Design interrupt_sequencer, sky130hd; sources not shown.
### Supply network, run 1

Bar = 50 µm. Pins as bars on the die edge. Tap cells in grey.
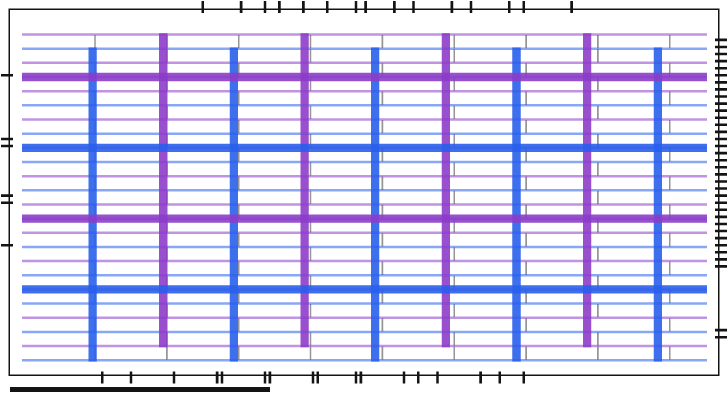
Purple is VDD. Blue is VSS.
24 met1 rails follow the rows. 112 tap cells. 73 signal pins sit on the boundary.
die outline height: 70.0 µm
maximum vdd ir drop: 0.309 mV
die boundary width: 136 µm
Core Region: 8230 µm²

### Placement by cell class, run 1

Bar = 50 µm.
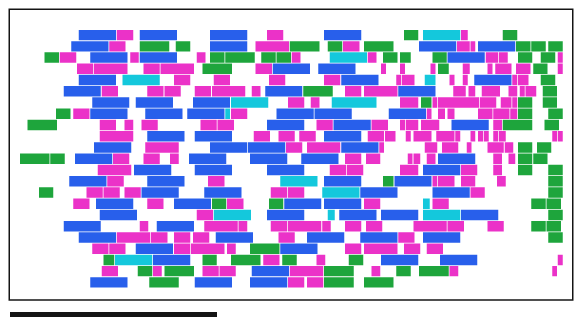
Magenta is combinational and other logic, cells 179. Green is remaining buffers and delay cells, cells 69. Cyan is clock drivers and dummy loads, cells 14. Blue is sequential cells, cells 80.
final std cell area, no fill: 5050 µm²
Std-Cell Rows: 23

### Routed clock nets over the placement, run 1

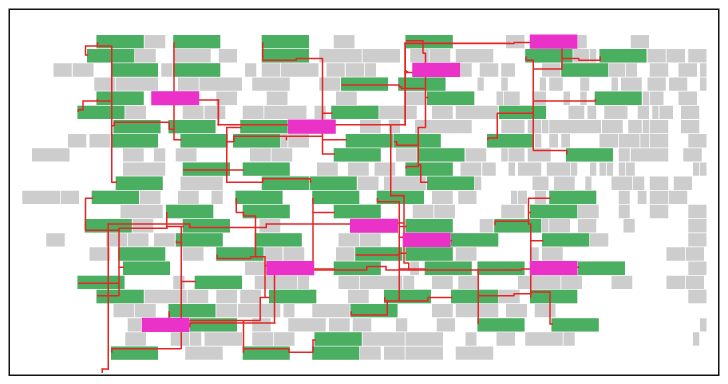
Red is clock wires, length 969 µm. Magenta is clock drivers, count 9. Green is flip-flops, count 80.
There are 10 routed clock nets.
worst-case clock skew: 0.00566 ns
power in the clock group: 0.737 mW
clock latency of the later-clocked register in the worst-skew pair: 0.34 ns
fraction of power consumed by the clock network: 17.3%

### Routed metal, one colour a layer, run 1

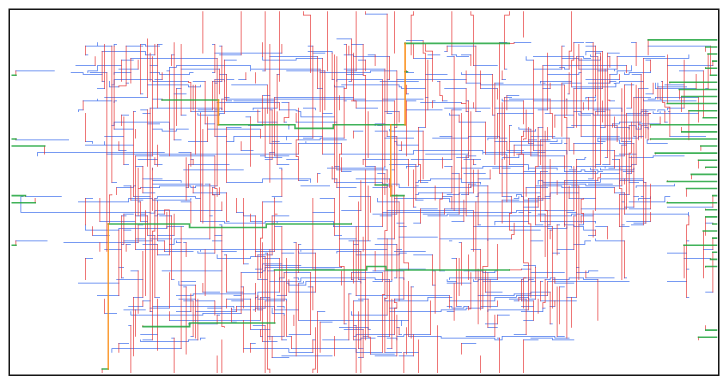
Orange is metal 4, wire length 61.9 µm. Blue is metal 1, wire length 3,560 µm. Red is metal 2, wire length 4,050 µm. Green is metal 3, wire length 377 µm.
total number of vias: 2,426
wire length after detailed routing: 8050 µm

==> flow_summary.ini, run 1 <==
; flow metrics
[status]
status = finished clean

[setup_path]
worst_path_largest_cell_delay_ns = 0.47
worst_ep_required_ns = 3.16
r2r_slack_ns = 1.12
setup.worst_path.end_class = output pin
crit_chain = inv_1, ha_1, buf_4, mux4_2, nor2b_1, buf_12

[yosys]
synth-area-yosys_um2 = 3920
post_synthesis_register_bit_count = 80
top_area_share_pct = 51.1
synth.avg_cell_area_um2 = 14.1

[clock_network]
numClockSinks = 80
postCtsResizedCells = 0
ctsHoldBuffers = 0

[final_timing]
worstMarginPinSlew_ns = 0.996
finalMaxSlewViolations = 0
final.min_clock_period_ns = 3.41
timing.slew.headroom_pct = 33.6

[route]
remaining_drc_errors = 0

[cells_and_area]
antenna_diode_count = 0
finalNonFillerCells = 454
area.growth.synth_to_final_pct = 28.8

[grt]
grt_pass1_wl_um = 13400
number_of_antenna_violations_at_the_first_check_in_global_routing = 0

[power_and_ir_drop]
leakage_power_of_the_design_nw = 2.15
[run 1: where the power goes]
group | leakage, nW | switching, mW | internal (mW)
Clock | 0.134 | 0.288 | 0.449
Combinational | 1.06 | 1.04 | 1.11
Sequential | 0.947 | 0.223 | 1.14
Total | 2.15 | 1.55 | 2.69
[run 1: layout make-up]
class	instances	area (µm²)	share of cell area (%)
sequential	80	2000	39.7
multi-input combinational	169	1740	34.5
timing repair buffer	69	848	16.8
clock buffer	10	229	4.54
tap	112	140	2.78
clock inverter	4	47.5	0.942
inverter	10	37.5	0.743
[run 1: kinds of logic (layout without fill, tap and decap cells)]
family	count (synthesis)	count (layout)	synth area share [%]
multiplexers	96	96	32.0
flip-flops	80	80	51.1
AND/OR/NAND/NOR	44	44	6.13
buffers and inverters	35	93	4.92
AND-OR/OR-AND	14	14	3.16
adder cells (fa/ha/maj)	6	6	1.92
XOR/XNOR	3	3	0.670
other	1	6	0.0957
[run 1: cell usage in the layout (no fill, tap or decap), types with 4 or more instances in the layout]
master and count:
a21oi_1 4, buf_12 17, buf_4 5, clkbuf_16 9, clkdlybuf4s50_1 47, conb_1 6
dfrtp_1 80, ha_1 6, inv_1 9, mux2_2 73, mux2i_1 4, mux4_2 16
nand2_1 12, nor2b_1 16
[run 1: per-stage QoR]
stage | hold WS, ns | total power, mW | setup slack [ns] | utilization (%)
floorplan | 0.459 | 2.84 | 0.705 | -
global placement | 0.459 | 3.46 | 0.760 | 58.0
detailed placement | 0.457 | 3.54 | 0.674 | 58.0
CTS | 0.469 | 4.29 | 0.770 | 61.3
global route | 0.474 | 4.49 | 0.640 | 61.3
finish | 0.468 | 4.25 | 0.807 | 61.3
[run 1: routing by layer]
metal	global-route usage (%)	wire [µm]	up-vias
met5	0	0	-
met4	4.51	61	0
met3	6.61	376	9
met2	32.5	4050	55
met1	22.3	3560	1260
li1	-	-	1102
### Routing congestion, run 1

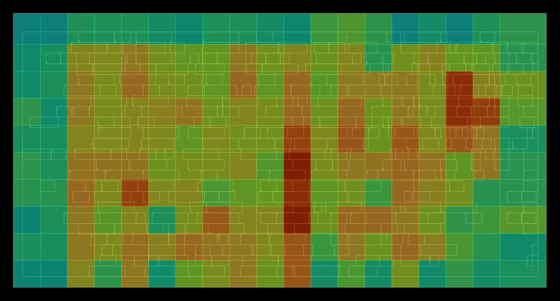

--- run 2 (diff from run 1) ---
- PLACE_DENSITY: 0.7 -> 0.73
- clock period: 4.22 -> 3.1 ns (I/O delays scaled with it)
### Routing congestion, run 2

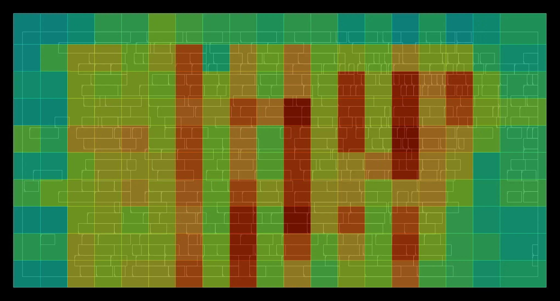
global routing usage summed across all routing layers: 19.7%
Global Route met1 Usage: 24.2%
busiest layer in global routing: met2
routed len/inst: 18.2 µm
met3 routing resource usage after global routing: 5.81%

==> run 2 against run 1 <==
Against the previous run: critical path depth up 2; clock skew about the same; register-to-register slack worse by 0.97 ns; synthesized cell count unchanged; sequential share of layout area down 0.72 points; die area unchanged; wire length up 3.7%; global-route usage up 1.1 points; non-clock buffer count up 5.
==> flow_summary.ini, run 2 <==
; flow metrics
[final_timing]
final_critical_path_setup_slack_ns = 0.0952
worstMarginPinSlew_ns = 0.999
timing.slew.headroom_pct = 33.2
finalMaxSlewViolations = 0
fin_skew_ns = 0.00560

[route]
routed_wl_um = 8350
num_vias = 2495
remaining_drc_errors = 0

[yosys]
yosysUniqueCellTypes = 36
top_area_share_pct = 51.1
post_synthesis_register_bit_count = 80
synth.yosys.warnings = 0

[setup_path]
setup.worst_path.end_class = flop
r2r_slack_ns = 0.15
crit_arrival_ns = 3.22
worst_ep_required_ns = 3.31
crit_chain = clkdlybuf4s50_1, a22oi_1, nor3b_1, ha_1, mux2_1, a2111o_1, o32ai_4, mux2_1
worst_path_largest_cell_delay_ns = 0.46

[place]
post_placement_setup_slack_ns = -0.152

[cells_and_area]
layout_top_cell = dfrtp_1
final_layout_top_logic_cells = dfrtp_1 (80), mux2_2 (73), clkdlybuf4s50_1 (42)
antenna_diode_count = 0

[grt]
number_of_antenna_violations_at_the_first_check_in_global_routing = 0
grt_max_degree = 81
grt_pass1_wl_um = 14100

[floorplanning]
die_x_um = 136
row_count = 23
die.size.y_um = 70.0

[clock_network]
clock.latency.late_pin_ns = 0.34
numClockSinks = 80

[status]
status = finished clean
run 2: cell counts after synthesis:
Identical to the previous run, type by type.
run 2: kinds of logic (layout without fill, tap and decap cells):
logic type | Yosys count | after routing | synth area share (%)
mux | 96 | 96 | 32.0
simple gates | 44 | 44 | 6.13
compound gates | 14 | 14 | 3.16
xor+xnor | 3 | 3 | 0.670
fa+ha+maj | 6 | 6 | 1.92
buf+inv | 35 | 98 | 4.92
flops | 80 | 80 | 51.1
other cells | 1 | 6 | 0.0957
run 2: timing repair:
item | CTS | global route
resized | 0 | 5
setup endpoints to repair | 0 | 6
hold buffers | 0 | 0
run 2: report_power, final:
| group | switching [mW] | internal (mW) |
|---|---|---|
| Clock | 0.386 | 0.717 |
| Sequential | 0.303 | 1.55 |
| Combinational | 1.46 | 1.58 |
run 2: routing by layer:
layer	wire length, µm	track usage (%)	up-vias
met3	409	5.81	19
li1	-	-	1117
met2	4300	33.1	68
met4	195	7.75	0
met5	0	0	-
met1	3450	24.2	1291
run 2: layout make-up:
class	instances	area, µm²
clock buffers	11	243
clock inverters	3	67.6
fillers	607	3090
inverters	10	37.5
multi-input cells	169	1760
flip-flops and latches	80	2000
well taps	112	140
repair buffers	74	896
run 2: metrics by stage:
stage	instance area, µm²	hold WS (ns)	std cells	util [%]	total power, mW
after CTS	5120	0.478	459	62.3	6.02
final	5140	0.478	459	62.5	5.99
after global placement	4810	0.457	445	58.5	4.75
after detailed placement	4810	0.467	445	58.5	4.89
after global routing	5140	0.494	459	62.5	6.34
after floorplan	3940	0.459	284	-	3.87
No activity file was given, so power comes from the tool's default toggle rates.
